`src/rtl/imem_loader_pkg.sv`:
```
// Shared loader definitions: session/receiver state encodings and default bit timing.
package loader_defs;

    localparam int unsigned DEFAULT_CLKS_PER_BIT = 434;

    typedef enum logic [2:0] {
        S_IDLE,
        S_LEN_HI,
        S_LEN_LO,
        S_DATA,
        S_FINISH
    } session_state_t;

    typedef enum logic [1:0] {
        RX_IDLE,
        RX_START,
        RX_DATA,
        RX_STOP
    } rx_state_t;

endpackage

```
`src/rtl/imem_loader_uart_rx.sv`:
```
// 8N1 UART byte receiver with 2-flop input synchronizer and mid-bit sampling.
module uart_rx
    import loader_defs::*;
#(
    parameter int unsigned CLKS_PER_BIT = DEFAULT_CLKS_PER_BIT
) (
    input  logic       clock,
    input  logic       reset,
    input  logic       rx,
    output logic [7:0] data,
    output logic       valid,
    output logic       frame_err
);

    localparam int unsigned CW = $clog2(CLKS_PER_BIT);

    rx_state_t     r_state, w_next;
    logic [1:0]    r_sync;
    logic          r_rx_prev;
    logic [CW-1:0] r_cnt;
    logic [2:0]    r_bit;
    logic [7:0]    r_shift;
    logic          r_valid, r_ferr;
    logic          w_rx, w_bit_tick, w_half_tick;

    assign w_rx        = r_sync[1];
    assign w_bit_tick  = (r_cnt == CW'(CLKS_PER_BIT - 1));
    assign w_half_tick = (r_cnt == CW'(CLKS_PER_BIT / 2 - 1));

    always_comb begin
        w_next = r_state;
        case (r_state)
            RX_IDLE:  if (r_rx_prev && !w_rx) w_next = RX_START;
            RX_START: if (w_half_tick) w_next = w_rx ? RX_IDLE : RX_DATA;
            RX_DATA:  if (w_bit_tick && r_bit == 3'd7) w_next = RX_STOP;
            RX_STOP:  if (w_bit_tick) w_next = RX_IDLE;
            default:  w_next = RX_IDLE;
        endcase
    end

    always_ff @(posedge clock or posedge reset) begin
        if (reset) begin
            r_state   <= RX_IDLE;
            r_sync    <= '1;
            r_rx_prev <= 1'b1;
            r_cnt     <= '0;
            r_bit     <= '0;
            r_shift   <= '0;
            r_valid   <= 1'b0;
            r_ferr    <= 1'b0;
        end else begin
            r_sync    <= {r_sync[0], rx};
            r_rx_prev <= w_rx;
            r_state   <= w_next;
            r_valid   <= 1'b0;
            r_ferr    <= 1'b0;
            // Counter restarts on every state change and every data sample point
            if (r_state == RX_IDLE || w_next != r_state || w_bit_tick)
                r_cnt <= '0;
            else
                r_cnt <= r_cnt + CW'(1);
            if (r_state == RX_START)
                r_bit <= '0;
            if (r_state == RX_DATA && w_bit_tick) begin
                r_shift <= {w_rx, r_shift[7:1]};
                r_bit   <= r_bit + 3'd1;
            end
            if (r_state == RX_STOP && w_bit_tick) begin
                if (w_rx)
                    r_valid <= 1'b1;
                else
                    r_ferr  <= 1'b1;
            end
        end
    end

    assign data      = r_shift;
    assign valid     = r_valid;
    assign frame_err = r_ferr;

endmodule

```
`src/rtl/imem_loader.sv`:
```
// Loads instruction memory from a UART byte stream: 16-bit big-endian word count, then big-endian words.
module imem_loader
    import loader_defs::*;
#(
    parameter int unsigned CLKS_PER_BIT = DEFAULT_CLKS_PER_BIT,
    parameter logic [31:0] BASE_ADDR    = 32'h0000_0000
) (
    input  logic        clock,
    input  logic        reset,
    input  logic        rx,
    input  logic        load_en,
    output logic        mem_we,
    output logic [31:0] mem_addr,
    output logic [31:0] mem_wdata,
    output logic        cpu_hold,
    output logic        done,
    output logic        frame_err,
    output logic [15:0] words_loaded
);

    session_state_t r_state, w_next;
    logic        r_load_d;
    logic [15:0] r_len, r_words;
    logic [23:0] r_word;
    logic [1:0]  r_pos;
    logic        r_we, r_ferr;
    logic [31:0] r_addr, r_wdata;
    logic        w_load_edge;
    logic [7:0]  w_byte;
    logic        w_byte_valid, w_byte_ferr;

    uart_rx #(.CLKS_PER_BIT(CLKS_PER_BIT)) u_rx (
        .clock     (clock),
        .reset     (reset),
        .rx        (rx),
        .data      (w_byte),
        .valid     (w_byte_valid),
        .frame_err (w_byte_ferr)
    );

    assign w_load_edge = load_en & ~r_load_d;

    always_comb begin
        w_next = r_state;
        case (r_state)
            S_IDLE:   if (w_load_edge) w_next = S_LEN_HI;
            S_LEN_HI: if (w_byte_valid) w_next = S_LEN_LO;
            S_LEN_LO: if (w_byte_valid)
                          w_next = ({r_len[15:8], w_byte} == 16'd0) ? S_FINISH : S_DATA;
            S_DATA:   if (r_words == r_len) w_next = S_FINISH;
            S_FINISH: w_next = S_IDLE;
            default:  w_next = S_IDLE;
        endcase
    end

    always_ff @(posedge clock or posedge reset) begin
        if (reset)
            r_state <= S_IDLE;
        else
            r_state <= w_next;
    end

    always_ff @(posedge clock or posedge reset) begin
        if (reset) begin
            r_load_d <= 1'b0;
            r_len    <= '0;
            r_words  <= '0;
            r_word   <= '0;
            r_pos    <= '0;
            r_we     <= 1'b0;
            r_addr   <= BASE_ADDR;
            r_wdata  <= '0;
            r_ferr   <= 1'b0;
        end else begin
            r_load_d <= load_en;
            r_we     <= 1'b0;
            if (r_state == S_IDLE && w_load_edge) begin
                r_words <= '0;
                r_ferr  <= 1'b0;
            end else begin
                if (w_byte_ferr)
                    r_ferr <= 1'b1;
                if (r_we)
                    r_words <= r_words + 16'd1;
            end
            if (w_byte_valid) begin
                case (r_state)
                    S_LEN_HI: r_len[15:8] <= w_byte;
                    S_LEN_LO: begin
                        r_len[7:0] <= w_byte;
                        r_pos      <= '0;
                    end
                    S_DATA: begin
                        if (r_pos == 2'd3) begin
                            r_we    <= 1'b1;
                            r_wdata <= {r_word, w_byte};
                            // 32-bit sum wraps naturally past the top of the address space
                            r_addr  <= BASE_ADDR + {14'd0, r_words, 2'b00};
                            r_pos   <= '0;
                        end else begin
                            r_word <= {r_word[15:0], w_byte};
                            r_pos  <= r_pos + 2'd1;
                        end
                    end
                    default: ;
                endcase
            end
        end
    end

    assign mem_we       = r_we;
    assign mem_addr     = r_addr;
    assign mem_wdata    = r_wdata;
    assign done         = (r_state == S_FINISH);
    assign cpu_hold     = (r_state != S_IDLE) && (r_state != S_FINISH);
    assign frame_err    = r_ferr;
    assign words_loaded = r_words;

endmodule

```
`config.mk`:
```
export PLATFORM = sky130hd
export DESIGN_NAME = imem_loader
export DESIGN_NICKNAME = d
export VERILOG_FILES = /design/src/rtl/imem_loader_pkg.sv /design/src/rtl/imem_loader_uart_rx.sv /design/src/rtl/imem_loader.sv
export SDC_FILE = /design/constraint.sdc
export NUM_CORES = 1
export LEC_CHECK = 0
export CORE_MARGIN = 2
export CORE_UTILIZATION = 35
export DETAILED_ROUTE_END_ITERATION = 6
export PLACE_DENSITY_LB_ADDON = 0.2
export REMOVE_ABC_BUFFERS = 1
export SLEW_MARGIN = 20
export SYNTH_ARGS = -nofsm -noshare
export SYNTH_HDL_FRONTEND = slang
export SYNTH_HIERARCHICAL = 1
export SYNTH_SLANG_ARGS = --single-unit
```
`constraint.sdc`:
```
create_clock -name clock -period 5.5 [get_ports clock]
set_clock_uncertainty 0.15 [all_clocks]
set_input_delay 1.375 -clock clock [delete_from_list [all_inputs] [get_ports clock]]
set_output_delay 1.375 -clock clock [all_outputs]
set_load 0.05 [all_outputs]
```
==> impl_metrics.json <==
{
  "outcome": "finished, final reports clean",
  "hold_path.class": "flop to flop",
  "detailed_place_hpwl_mm": 7.95,
  "clkTransAtPathRegs_ns": 0.06,
  "logic_family": "multiplexers",
  "num_antenna_cells": 0,
  "boundaryPins": 88,
  "unrepaired_setup_endpoints_after_global_routing": "no",
  "dr.first_iter.drc_count": 164,
  "synth.area.mux_share_pct": 14.1,
  "routed-wl-met3_um": 442,
  "syn-mean-instance-area_um2": 12.0,
  "worstReg2RegStart": "u_rx/r_cnt[1]",
  "gp_congestion": 0.783,
  "root_buffer": "sky130_fd_sc_hd__clkbuf_16",
  "row_count": 47,
  "tritoncts_num_sinks": 139,
  "layout.area.seq_um2": 3480,
  "power_frac_seq_pct": 45.0,
  "worst_hold_path_cell_count": 0,
  "cts_made_buffers": 17,
  "setup_fix_bufs_post_cts": 0,
  "power.density_nw_per_um2": 330,
  "drt-total-wl_mm": 11.6,
  "cts_hold_repair.buffers": 0,
  "area_leaders": "sky130_fd_sc_hd__dfrtp_1 57%, sky130_fd_sc_hd__mux2_2 14%, sky130_fd_sc_hd__nand2_1 5.2%",
  "cell_total_after_placement": 773,
  "timing.final.hold_violations": 0,
  "final_design_area_no_fill_um2": 7460,
  "core_region_area_um2": 16600,
  "antenna_violating_nets_post_route": 0,
  "worstPathArrival_ns": 2.20,
  "worst_r2r_endpoint": "u_rx/data[0]",
  "post-route-worst-setup-slack_ns": 1.78,
  "combPwrFrac_pct": 6.5,
  "yosys.area_share.adder_pct": 1.46,
  "grt_first_pass_wirelength_mm": 19.7,
  "met1Wirelength_mm": 5.38,
  "start_kind": "flop",
  "grt-ovfl-total": 0,
  "met2_wirelength_mm": 5.55,
  "drc": 0,
  "synthCells": 497,
  "clock_latency_ns": 0.42,
  "cap_violations": 0
}
-- how the worst max path moves through the flow --
stage          startpoint         to  slack, ns  cells past startpoint
3_3_place_gp   r_state[0]       done       2.24                      3
6_report       r_state[0]       done       1.78                      3
3_5_place_dp   r_state[0]       done       2.22                      3
5_1_grt        r_state[0]       done       1.67                      3
2_1_floorplan       reset  frame_err       1.02                      1
4_1_cts        r_state[0]       done       1.74                      3
-- routing by layer --
| metal | global-route usage (%) | vias to the layer above |
|---|---|---|
| met2 | 22.6 | 79 |
| met5 | 0 | - |
| met4 | 5.79 | 0 |
| met3 | 3.60 | 19 |
| li1 | - | 1803 |
| met1 | 17.5 | 1892 |
-- cell families after synthesis --
group	Yosys count
AND-OR/OR-AND	23
buffers and inverters	46
AND/OR/NAND/NOR	170
XOR/XNOR	36
multiplexers	75
adder cells (fa/ha/maj)	7
flip-flops	139
other	1
-- critical path, stage by stage (launching register included) --
cell                              delay (ns)
sky130_fd_sc_hd__dfrtp_1                0.49
sky130_fd_sc_hd__or2_2                  0.38
sky130_fd_sc_hd__nor2_1                 0.10
sky130_fd_sc_hd__clkdlybuf4s50_1        0.81
-- power by group through the flow --
stage               logic, uW  clock network (uW)  registers (uW)
detailed placement        163                   0            1130
finish                    161                1190            1110
floorplan                 106                   0            1130
global placement          160                   0            1120
CTS                       164                1230            1110
global route              179                1270            1120
-- area by class of cell --
class	count	area share, %
inverter	12	0.637
sequential	139	46.7
clock buffer	19	6.07
timing repair buffer	75	9.93
tap	220	3.69
clock inverter	13	2.31
multi-input combinational	327	30.7
-- per-stage QoR --
stage	total power [uW]	hold WS (ns)
3_5_place_dp	1290	0.199
4_1_cts	2500	0.207
6_report	2460	0.206
2_1_floorplan	1240	0.195
3_3_place_gp	1280	0.198
5_1_grt	2560	0.212
met3.png
Drawn at 4 px/um. Cells faint in the background.
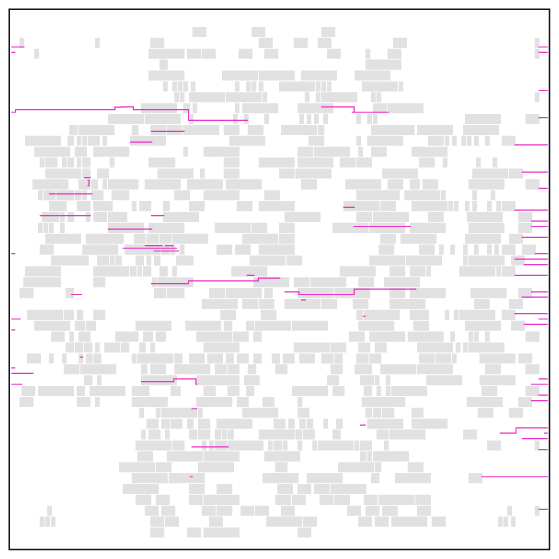
share of all routed wire: 3.8%
main direction: horizontal
wire length on this layer: 443 um
longest straight run: 24.8 um

pins.png
Drawn at 4 px/um. Pins as bars across the die edge, other pins in gray.
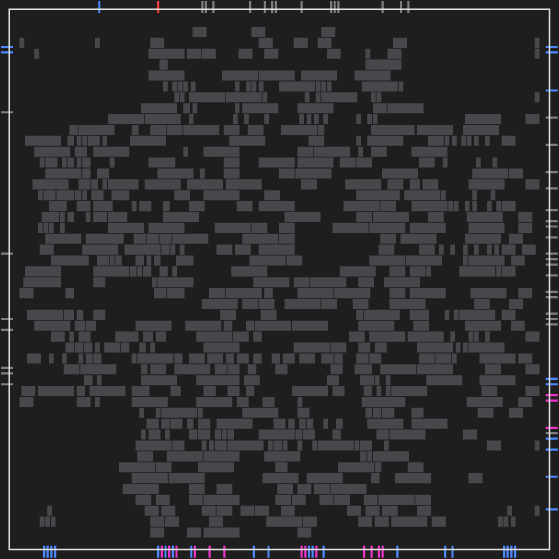
legend:
  blue:
    port: mem_addr
    pins: 32
    direction: output
    edge: 20 bottom, 9 right, 2 left, 1 top
  magenta:
    port: words_loaded
    pins: 16
    direction: output
    edge: 13 bottom, 3 right
  red:
    port: reset
    pins: 1
    direction: input
    edge: top
overall die height: 135 um
width of the chip: 135 um
Port Buffers: 71

final_congestion.png
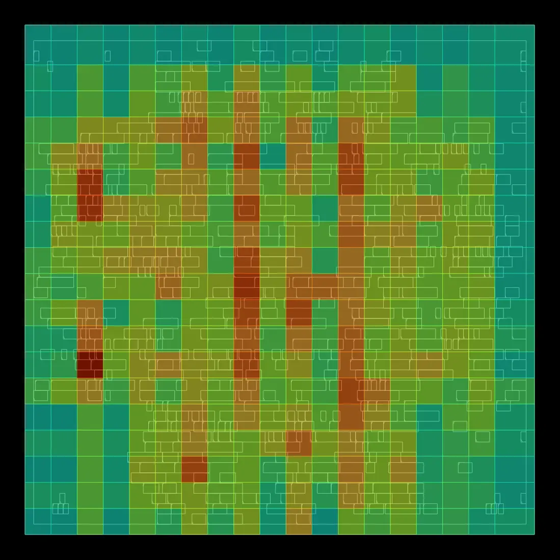
most utilized layer in the global route result: met2
met3 capacity usage during global routing: 3.60%
total global-route track usage: 13.8%

Power is estimated from default activity; no workload was simulated.
